**src/rtl/pulse_cdc_pkg.sv**
```systemverilog
// ============================================================================
//  Module   : pulse_cdc_pkg
//  Brief    : Shared types and constants for the pulse CDC request controller.
//  Revision : 1.0
// ============================================================================
`default_nettype none

package pulse_cdc_pkg;

    localparam int unsigned c_SYNC_STAGES_MIN = 2;

    typedef enum logic [0:0] {
        IDLE     = 1'b0,
        WAIT_ACK = 1'b1
    } state_t;

    // Anything shallower than the minimum cannot resolve metastability.
    function automatic int unsigned clamp_stages(input int unsigned stages);
        return (stages < c_SYNC_STAGES_MIN) ? c_SYNC_STAGES_MIN : stages;
    endfunction

endpackage

`default_nettype wire

```
**src/rtl/pulse_cdc_ack_sync.sv**
```systemverilog
// ============================================================================
//  Module   : pulse_cdc_ack_sync
//  Brief    : Toggle-to-pulse synchroniser for the far-domain ack toggle.
//  Revision : 1.0
// ============================================================================
`default_nettype none

module pulse_cdc_ack_sync
    import pulse_cdc_pkg::*;
#(
    parameter int unsigned SYNC_STAGES = 2
) (
    input  logic clk,
    input  logic reset,
    input  logic i_ack_toggle,
    output logic o_ack_pulse
);

    localparam int unsigned c_STAGES = clamp_stages(SYNC_STAGES);

    // The extra flop beyond the synchroniser depth holds the previous level
    // so each toggle edge yields exactly one single-cycle pulse.
    (* syn_preserve = 1 *) logic [c_STAGES:0] r_sync;

    always_ff @(posedge clk or negedge reset) begin
        if (!reset) begin
            r_sync <= '0;
        end else begin
            r_sync <= {r_sync[c_STAGES-1:0], i_ack_toggle};
        end
    end

    assign o_ack_pulse = r_sync[c_STAGES] ^ r_sync[c_STAGES-1];

endmodule

`default_nettype wire

```
**src/rtl/pulse_cdc_req_ctrl.sv**
```systemverilog
// ============================================================================
//  Module   : pulse_cdc_req_ctrl
//  Brief    : Counts local events and launches them one at a time across a
//             clock boundary with a toggle request/acknowledge handshake.
//  Revision : 1.0
// ============================================================================
`default_nettype none

module pulse_cdc_req_ctrl
    import pulse_cdc_pkg::*;
#(
    parameter int unsigned CNT_W       = 4,
    parameter int unsigned SYNC_STAGES = 2,
    parameter int unsigned TIMEOUT     = 64
) (
    input  logic             clk,
    input  logic             reset,
    input  logic             pulse_in,
    output logic             req_toggle,
    input  logic             ack_toggle,
    output logic             busy,
    output logic [CNT_W-1:0] pending,
    output logic             overflow,
    output logic             timeout_err,
    input  logic             clr_err
);

    localparam int unsigned      c_TIMER_W = (TIMEOUT > 1) ? $clog2(TIMEOUT) : 1;
    localparam logic [CNT_W-1:0] c_CNT_MAX = '1;

    state_t               r_state;
    logic [c_TIMER_W-1:0] r_timer;
    logic [CNT_W-1:0]     r_pending;
    logic                 r_req;
    logic                 r_overflow;
    logic                 r_timeout_err;

    logic w_ack_pulse;
    logic w_launch;
    logic w_drop;
    logic w_timer_expired;
    logic w_timeout;

    pulse_cdc_ack_sync #(
        .SYNC_STAGES (SYNC_STAGES)
    ) u_ack_sync (
        .clk          (clk),
        .reset        (reset),
        .i_ack_toggle (ack_toggle),
        .o_ack_pulse  (w_ack_pulse)
    );

    assign w_launch = (r_state == IDLE) && (r_pending != '0);
    assign w_drop   = pulse_in && !w_launch && (r_pending == c_CNT_MAX);

    generate
        if (TIMEOUT != 0) begin : g_timeout
            localparam logic [c_TIMER_W-1:0] c_TIMER_LAST = c_TIMER_W'(TIMEOUT - 1);
            assign w_timer_expired = (r_timer == c_TIMER_LAST);
        end else begin : g_no_timeout
            assign w_timer_expired = 1'b0;
        end
    endgenerate

    // An ack arriving on the expiry cycle completes the transfer normally.
    assign w_timeout = (r_state == WAIT_ACK) && !w_ack_pulse && w_timer_expired;

    always_ff @(posedge clk or negedge reset) begin
        if (!reset) begin
            r_pending <= '0;
        end else if (pulse_in && !w_launch && !w_drop) begin
            r_pending <= r_pending + 1'b1;
        end else if (!pulse_in && w_launch) begin
            r_pending <= r_pending - 1'b1;
        end
    end

    always_ff @(posedge clk or negedge reset) begin
        if (!reset) begin
            r_state <= IDLE;
            r_req   <= 1'b0;
            r_timer <= '0;
        end else begin
            case (r_state)
                IDLE: begin
                    if (w_launch) begin
                        r_req   <= ~r_req;
                        r_timer <= '0;
                        r_state <= WAIT_ACK;
                    end
                end
                WAIT_ACK: begin
                    r_timer <= r_timer + 1'b1;
                    if (w_ack_pulse || w_timeout) begin
                        r_state <= IDLE;
                    end
                end
                default: begin
                    r_state <= IDLE;
                end
            endcase
        end
    end

    // Set beats clear so a coincident event is never lost.
    always_ff @(posedge clk or negedge reset) begin
        if (!reset) begin
            r_overflow    <= 1'b0;
            r_timeout_err <= 1'b0;
        end else begin
            r_overflow    <= w_drop    | (r_overflow    & ~clr_err);
            r_timeout_err <= w_timeout | (r_timeout_err & ~clr_err);
        end
    end

    assign req_toggle  = r_req;
    assign pending     = r_pending;
    assign overflow    = r_overflow;
    assign timeout_err = r_timeout_err;
    assign busy        = (r_state == WAIT_ACK) || (r_pending != '0);

endmodule

`default_nettype wire

```
**config.mk**
```make
export PLATFORM = sky130hd
export DESIGN_NAME = pulse_cdc_req_ctrl
export DESIGN_NICKNAME = d
export VERILOG_FILES = /design/src/rtl/pulse_cdc_pkg.sv /design/src/rtl/pulse_cdc_ack_sync.sv /design/src/rtl/pulse_cdc_req_ctrl.sv
export SDC_FILE = /design/constraint.sdc
export NUM_CORES = 1
export LEC_CHECK = 0
export ABC_CLOCK_PERIOD_IN_PS = 2300
export CAP_MARGIN = 20
export CORE_MARGIN = 4
export CORE_UTILIZATION = 45
export DETAILED_ROUTE_END_ITERATION = 16
export MAX_ROUTING_LAYER = met4
export PLACE_DENSITY = 0.71
export RECOVER_POWER = 100
export SLEW_MARGIN = 40
export SYNTH_ARGS = -nofsm -noshare
export SYNTH_HDL_FRONTEND = slang
export SYNTH_SLANG_ARGS = --single-unit
```
**constraint.sdc**
```tcl
create_clock -name clk -period 2.3 [get_ports clk]
set_input_delay 0.69 -clock clk [delete_from_list [all_inputs] [get_ports clk]]
set_output_delay 0.69 -clock clk [all_outputs]
set_load 0.01 [all_outputs]
```
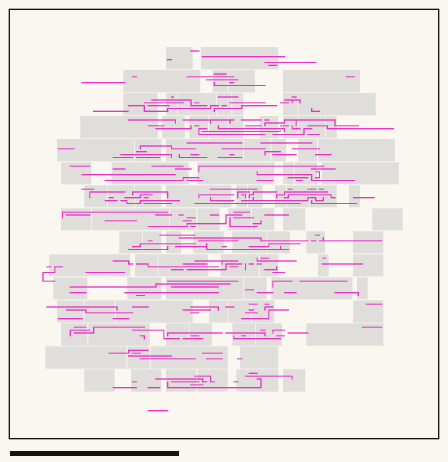
Fig. 1. Metal 1 (run 1).
Scale bar: 20 um. Cells faint in the background.
nets with wire on the layer	95
share of all routed wire	43%
wire length on this layer	791 um
main direction	horizontal
longest straight run	14.7 um

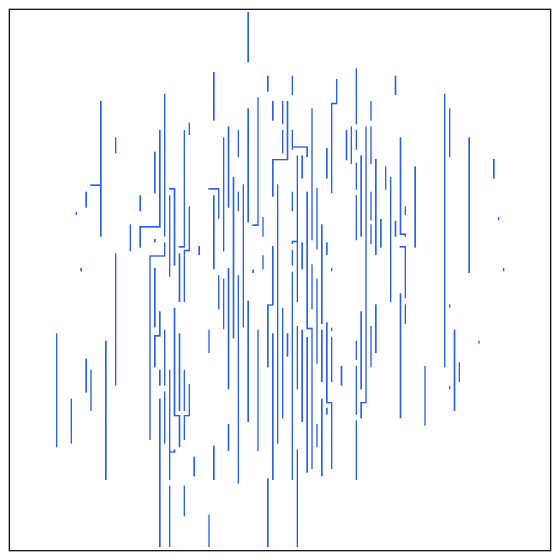
Fig. 2. Met2 routing (run 1).
wire length on this layer	909 um
longest straight run	25.8 um
main direction	vertical
nets with wire on the layer	96

==> Flow_metrics.wiki, run 1 <==
=== Physical design figures ===
{| class="wikitable"
! Metric !! Value
|-
| Number of buffers created by CTS || 3
|-
| List of most frequent post-synthesis cells || sky130_fd_sc_hd__dfrtp_1, sky130_fd_sc_hd__nand3_1, sky130_fd_sc_hd__o21ai_0
|-
| H-tree levels || 1
|-
| CTS tree || yes
|-
| Final estimated routing congestion in global placement || 0.7840
|-
| Biggest register || r_timer
|-
| Worst clock skew || 0.005308 ns
|-
| Placement Setup Slack || -0.4743 ns
|-
| Most frequently placed logic cell in the final layout || sky130_fd_sc_hd__dfrtp_1
|-
| Floorplan net count || 80
|-
| Unique masters post-synth || 32
|-
| Status || finished, final reports clean
|-
| Area share of and-or/or-and cells after synthesis || 12.88%
|-
| Mux cell area share after synthesis || 4.141%
|-
| Total detailed-routing wirelength || 1835 um
|-
| Setup TNS || 0 ns
|-
| Std-Cell Core Area || 0.001727 mm2
|-
| Area contributors post-synth || sky130_fd_sc_hd__dfrtp_1, sky130_fd_sc_hd__ha_1, sky130_fd_sc_hd__xnor2_1
|-
| Power share of the sequential group || 31.3%
|-
| Synthesized-area fraction occupied by and/or/nand/nor cells || 15.03%
|-
| Number of global-route vias before repair || 620
|-
| Final period util || 99.82%
|-
| Flip-flop and latch count after synthesis || 17
|-
| Starting DRT DRC Count || 7
|-
| Total internal power || 0.0009898 W
|-
| Sequential cell area fraction in the yosys report || 52.15%
|-
| Post-route total power || 0.001616 W
|-
| Maximum fanout count along the critical path || 5
|-
| Count leader, synth || sky130_fd_sc_hd__dfrtp_1
|-
| Later-pin clock latency in the skew report || 0.29 ns
|-
| Total number of vias || 665
|-
| Achievable frequency || 0.4356 GHz
|-
| Layout Cells excl Fill || 123
|-
| Horizontal die size || 50.58 um
|-
| Critical Path AT || 2.52 ns
|-
| Dominant cell type by area after synthesis || sky130_fd_sc_hd__dfrtp_1
|-
| Critical Path Max Stage Delay || 0.46 ns
|}
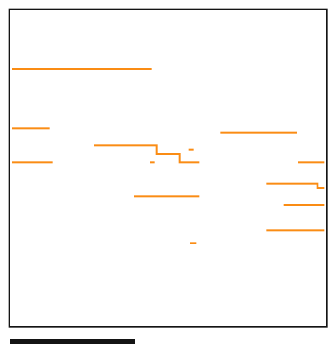
Fig. 3. The metal 3 layer (run 1).
Scale bar: 20 um.
share of all routed wire	5.7%
main direction	horizontal
nets with wire on the layer	11

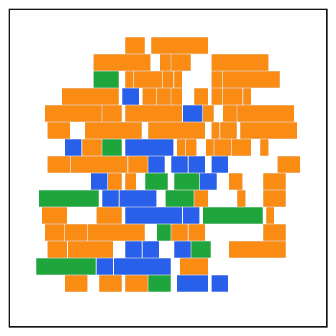
Fig. 4. Cells by drive strength (run 1).
colour	size	cells	share
blue	x3 and x4	21	21%
orange	x1 and smaller	66	67%
green	x2	11	11%

-- run 1: cell type report --
class                           count  area (um2)
Tap cell                           25       31.28
Inverter                            3       11.26
Multi-Input combinational cell     49       442.9
Fill cell                         137       570.5
Clock buffer                        4       26.28
Timing Repair Buffer               25       215.2
Sequential cell                    17       429.2
-- run 1: power groups by stage --
| stage | combinational, W | sequential (W) | clock (W) |
|---|---|---|---|
| 2_1_floorplan | 0.000391 | 0.000506 | 0 |
| 3_3_place_gp | 0.000658 | 0.000491 | 0 |
| 3_5_place_dp | 0.000674 | 0.000493 | 0 |
| 4_1_cts | 0.000802 | 0.000480 | 0.000161 |
| 5_1_grt | 0.00104 | 0.000516 | 0.000173 |
| 6_report | 0.000955 | 0.000506 | 0.000155 |
Fig. 5: run 1, clock routing
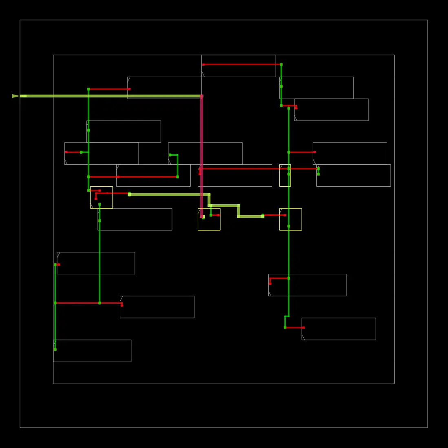

==> inputs of run 2 (changes only) <==
- CORE_MARGIN: 4 -> 2
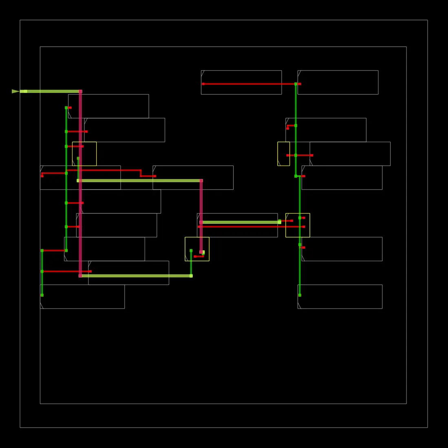
Fig. 6. Clock routing (run 2).
# clock sinks: 17
number of buffers created by CTS: 3

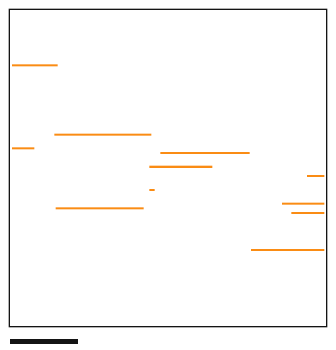
Fig. 7. The metal 3 layer (run 2).
Scale bar: 10 um.
longest straight run	14.0 um
nets with wire on the layer	8

==> Flow_metrics.wiki, run 2 <==
=== Physical design figures ===
{| class="wikitable"
! Metric !! Value
|-
| Horizontal die size || 46.58 um
|-
| Total internal power || 0.0008962 W
|-
| Required time of the critical path || 2.52 ns
|-
| Pin count of the biggest net entering global routing || 18
|-
| Clk pwr share || 10.2%
|-
| Total number of vias || 633
|-
| Unique masters post-synth || 32
|-
| Logic share of the area || 37.44%
|-
| Placement Setup Slack || -0.4683 ns
|-
| Data buffer area share || 18.05%
|-
| Fill cells || 135
|-
| Sequential cell area fraction in the yosys report || 52.15%
|-
| Count of inverters other than clock inverters in the layout || 3
|-
| Critical Path Max Stage Delay || 0.44 ns
|-
| Plain + repair buffers || 24
|-
| Mux cell area share after synthesis || 4.141%
|-
| Status || finished, final reports clean
|-
| Setup TNS || 0 ns
|-
| H-tree levels || 1
|-
| Area share of and-or/or-and cells after synthesis || 12.88%
|-
| Well-tap cell count || 25
|-
| Flip-flop and latch count after synthesis || 17
|-
| Area used by sequential logic in the layout || 427.9 um2
|-
| Maximum fanout count along the critical path || 7
|-
| Area contributors post-synth || sky130_fd_sc_hd__dfrtp_1, sky130_fd_sc_hd__ha_1, sky130_fd_sc_hd__xnor2_1
|-
| Count leader, synth || sky130_fd_sc_hd__dfrtp_1
|-
| Final period util || 96.61%
|-
| Total detailed-routing wirelength || 1603 um
|-
| Sequential cell count of the final layout || 17
|-
| Quantity of gates resized following cts || 13
|-
| Later-pin clock latency in the skew report || 0.28 ns
|-
| Pwr top || combinational logic
|-
| Combinational gates || 49
|-
| Clock network contribution to total cell area || 2.354%
|-
| Critical Path AT || 2.44 ns
|-
| Power share of the sequential group || 33.1%
|-
| Dominant cell type by area after synthesis || sky130_fd_sc_hd__dfrtp_1
|-
| Clock-net power || 0.000149 W
|-
| Power in sequential cells || 0.000484 W
|-
| Biggest cell category by area in the final layout || sequential cells
|-
| Worst clock skew || 0.003340 ns
|-
| Floorplan net count || 80
|-
| Layout Cells excl Fill || 122
|-
| Flop share of the area || 38.34%
|-
| Via density || 5.189
|-
| Final estimated routing congestion in global placement || 0.7656
|-
| Logic cell area || 417.9 um2
|-
| # IOs || 13
|-
| Max-area cell share || 52.15%
|-
| Number of global-route vias before repair || 572
|}
[run 2: final timing paths]
path	start	endpoint
max in group asynchronous	reset	pending[2]$_DFFE_PN0P_
max reg2reg	pending[3]$_DFFE_PN0P_	pending[3]$_DFFE_PN0P_
min in group asynchronous	reset	r_timer[5]$_DFFE_PN0P_
min	u_ack_sync.r_sync[0]$_DFF_PN0_	u_ack_sync.r_sync[1]$_DFF_PN0_
max	pending[3]$_DFFE_PN0P_	pending[3]$_DFFE_PN0P_
min reg2reg	u_ack_sync.r_sync[0]$_DFF_PN0_	u_ack_sync.r_sync[1]$_DFF_PN0_
[run 2: through the flow]
stage,instance area [um2],power (W)
2_1_floorplan,815.8,0.0008963
3_3_place_gp,1018,0.001144
3_5_place_dp,1018,0.001164
4_1_cts,1112,0.001445
5_1_grt,1116,0.001574
6_report,1116,0.001463
Fig. 8: run 2, cells by drive strength
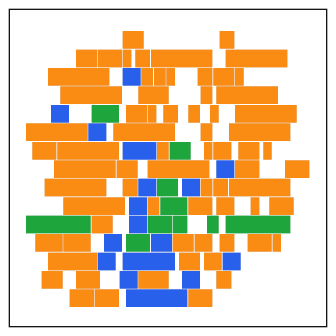

==> inputs of run 3 (changes only) <==
- HOLD_SLACK_MARGIN: not set -> 0.03
- PLACE_DENSITY: 0.71 -> 0.77
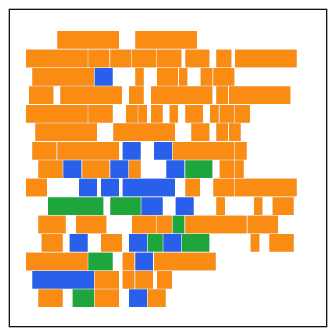
Fig. 9. Cells by drive strength (run 3).
colour	size	cells	share
green	x2	8	8.2%
blue	x3 and x4	17	17%
orange	x1 and smaller	73	74%

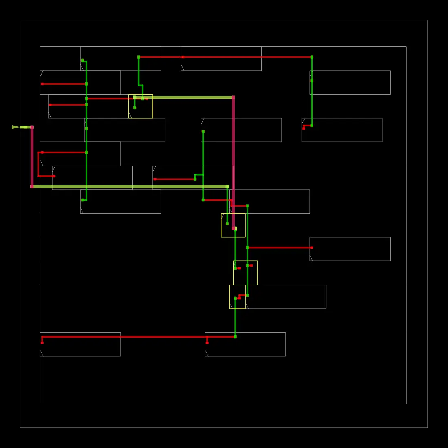
Fig. 10. Clock routing (run 3).
sequential cell count of the final layout: 17
Clock Buffer Count: 3
clock-net power: 0.000160 W
later-pin clock latency in the skew report: 0.29 ns

==> Flow_metrics.wiki, run 3 <==
=== Physical design figures ===
{| class="wikitable"
! Metric !! Value
|-
| Final critical-path setup slack || -0.00004241 ns
|-
| Flop share of the area || 38.16%
|-
| Start point of the worst hold path || u_ack_sync.r_sync[0]$_DFF_PN0_
|-
| Number of global-route vias before repair || 633
|-
| Failing checks || negative setup slack
|-
| Final setup violation count || 1
|-
| Biggest register || r_timer
|-
| Status || finished with violations
|-
| Number of buffers created by CTS || 3
|-
| Maximum fanout count along the critical path || 3
|-
| Clock network contribution to total cell area || 2.469%
|-
| Well-tap cell count || 25
|-
| Fill cells || 135
|-
| Crit path capture || pending[3]$_DFFE_PN0P_
|-
| Final estimated routing congestion in global placement || 0.8290
|-
| Total detailed-routing wirelength || 1704 um
|-
| Worst r2r src || pending[2]$_DFFE_PN0P_
|-
| End point of the most critical hold path || u_ack_sync.r_sync[1]$_DFF_PN0_
|-
| Achievable frequency || 0.4348 GHz
|-
| Synthesized-area fraction occupied by and/or/nand/nor cells || 15.03%
|-
| Unique masters post-synth || 32
|-
| Worst clock skew || 0.003734 ns
|-
| Critical Path AT || 2.53 ns
|}
[run 3: netlist changes by cell type in the layout (fill, tap and decap cells not counted), sizes merged]
cell           before  now
clkinv              0    1
dlygate4sd2         2    1
dlygate4sd3         8    2
buf                 9   11
clkdlybuf4s50       2    9
clkbuf              7    5
[run 3: repair_timing]
action	in CTS	in global routing
hold buffers	0	0
pin swaps	0	1
gates resized	7	5
endpoints found under the hold margin	0	0
buffers inserted	2	1
endpoints found under the setup margin	3	3
[run 3: power by group]
part	total, W	internal, W	switching [W]
Combinational	0.000856	0.000468	0.000388
Clock	0.000160	0.0000647	0.0000957
Sequential	0.000495	0.000390	0.000105
Total	0.00151	0.000923	0.000588
Power is estimated from default activity; no workload was simulated.
